Design rv_mem_arbiter_flat, sky130hd; sources not shown.
congestion_map.png
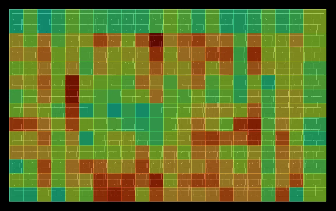
post-detailed-route wirelength per cell: 17.9 microns
GRT Max-Usage Layer: met2
met3 GRT Util: 0.0785

util_map.png
Scale bar: 50 microns. 16 x 9 tiles, from black (low) to pale yellow (high), 0 to 100% covered.
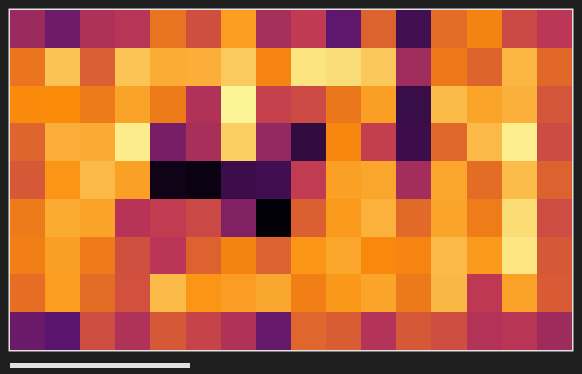
The mean over all tiles is 63%. 35% of the tiles are over 75% full. The fullest tile reaches 98%. The emptiest ninth of the die: middle.
Core Box Area: 13,800 sq um
Starting Density: 0.424
post-layout util: 0.694

m2.png
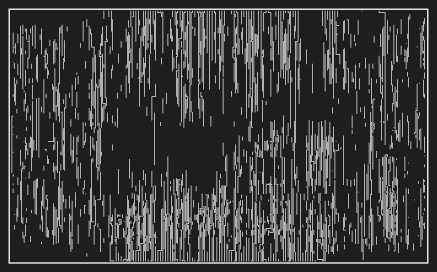
The wires run mostly vertical. The layer holds 49% of the routed length. 794 nets have wire on it. The longest straight run is 49.5 microns. The layer carries 8,220 microns of wire.
Post-Route WL: 16.7 mm
via count: 4,737
met2 GRT Util: 0.380

route_heat.png
Scale bar: 50 microns. 31 x 19 tiles, from black (low) to pale yellow (high), scaled to the fullest tile. Values are wire area over tile area, all layers added.
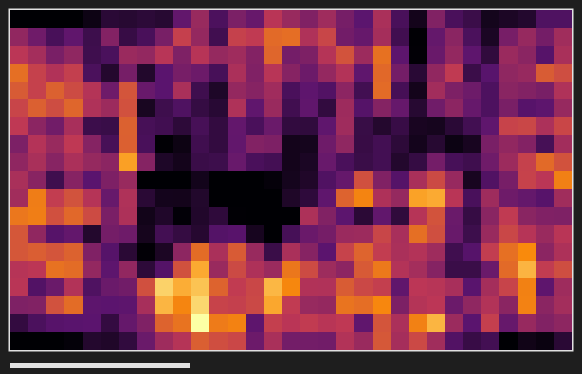
22% of the tiles are over half the peak. The densest ninth of the die: bottom middle. 5.1% of the tiles are nearly empty. The mean over all tiles is 0.18. The emptiest ninth of the die: middle.
Tot GR Track Use: 0.232

m1.png
Scale bar: 50 microns.
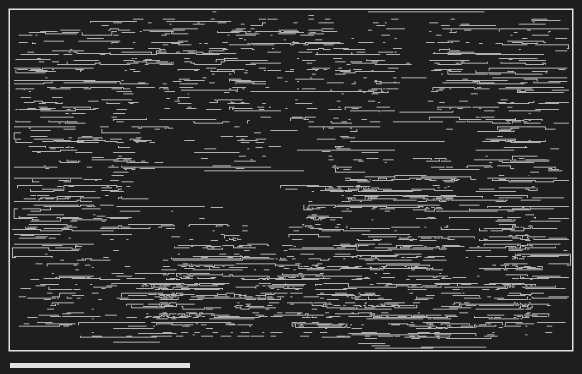
The layer carries 7,160 microns of wire. The longest straight run is 41.4 microns.
met1 Use GR: 0.279

==> run summary <==
status = finished with violations
violated checks = negative setup slack
reg2reg setup slack = 0.36 ns
Cell area leaders = dfrtp_1, mux2_2, a31oi_1, mux2_4, a21oi_1
largest net degree at the start of global routing = 78
first-pass GRT wire length = 25.4 mm
setup slack after layout = -0.00743 ns
post-DP HPWL = 12.0 mm
fmax = 424 MHz
worst-case reg-to-reg path depth = 7
Max clock buf depth = 2
Final ANT Viol Nets = 0
number of clock sinks = 141
yosys stat area = 5850 sq um
Total Power = 0.0135 W
Worst Path Required = 1.64 ns
CP max FO = 2
Hold Buf Count CTS = 0
Met3 Routed Length = 1.19 mm
worst rel slew slack = 0.352
initial antenna violation count = 0
layout cells sized above 1 = 0.228
WL met1 = 7.16 mm
Dominant flop cell = dfrtp_1
fill count = 971
PD cells = 1410 nW/um^2
Die Wd = 156 microns
most instantiated logic cell after routing = clkdlybuf4s50_1
via density per instance = 5.06
Yosys Instances = 442
crit path DAT = 1.65 ns
Avg Inst Size Synth = 13.2 sq um
Die H = 94.5 microns
synthesized cell area = 5850 sq um
setup violators final = 1
H-tree Lvls = 4
gr ovfl total = 0
clock slew at reported path FFs = 0.06 ns
Unique cell types = 37
cells after synthesis = 442
startpoint class of the critical path = primary input
io pins = 276
Latency at later pin = 0.41 ns
Seq/Total Area, Yosys = 0.603
met2 WL = 8.22 mm
Tmin final = 2.36 ns
[final cells by class]
type	count	area, sq um	area share
Multi-Input combinational cell	262	2170	0.226
Clock inverter	15	175	0.0183
Clock buffer	17	425	0.0444
Timing Repair Buffer	302	3010	0.314
Sequential cell	141	3530	0.368
Tap cell	192	240	0.0251
Inverter	8	30.0	0.00314
[per-stage QoR]
step | cell area (sq um) | std cells | hold slack (ns) | utilization
floorplan | 5850 | 442 | 0.409 | -
global placement | 8950 | 904 | 0.474 | 0.649
detailed placement | 8950 | 904 | 0.477 | 0.649
CTS | 9560 | 936 | 0.207 | 0.693
global route | 9580 | 937 | 0.207 | 0.694
finish | 9580 | 937 | 0.218 | 0.694
[worst max-delay path: stages]
cell	delay, ns
dlygate4sd2_1	0.26
or2_2	0.32
a21oi_2	0.18
buf_4	0.18
[report_power, final]
group,switching [W],internal (W),total [W],leakage [nW]
clock network,0.00110,0.00161,0.00271,0.292
registers,0.000628,0.00360,0.00422,1.64
logic,0.00313,0.00343,0.00656,2.06
[cell families after synthesis]
logic type               count (synthesis)  share of synthesized area
flip-flops                             141                      0.603
AND-OR/OR-AND                          115                      0.121
multiplexers                            96                      0.194
AND/OR/NAND/NOR                         44                     0.0372
buffers and inverters                   39                     0.0310
adder cells (fa/ha/maj)                  5                     0.0107
XOR/XNOR                                 2                    0.00300
[Yosys cell counts, types with 2 or more instances]
master / instances
ha_1: 5
mux2_4: 14
buf_1: 3
a21oi_1: 34
mux2_2: 82
a31oi_1: 34
dfrtp_1: 141
nand3_1: 2
inv_1: 7
o21ai_0: 32
nand2b_1: 2
o22a_1: 4
buf_6: 2
clkbuf_1: 20
nor2_1: 33
buf_2: 4
a32o_1: 3
No activity file was given, so power comes from the tool's default toggle rates.
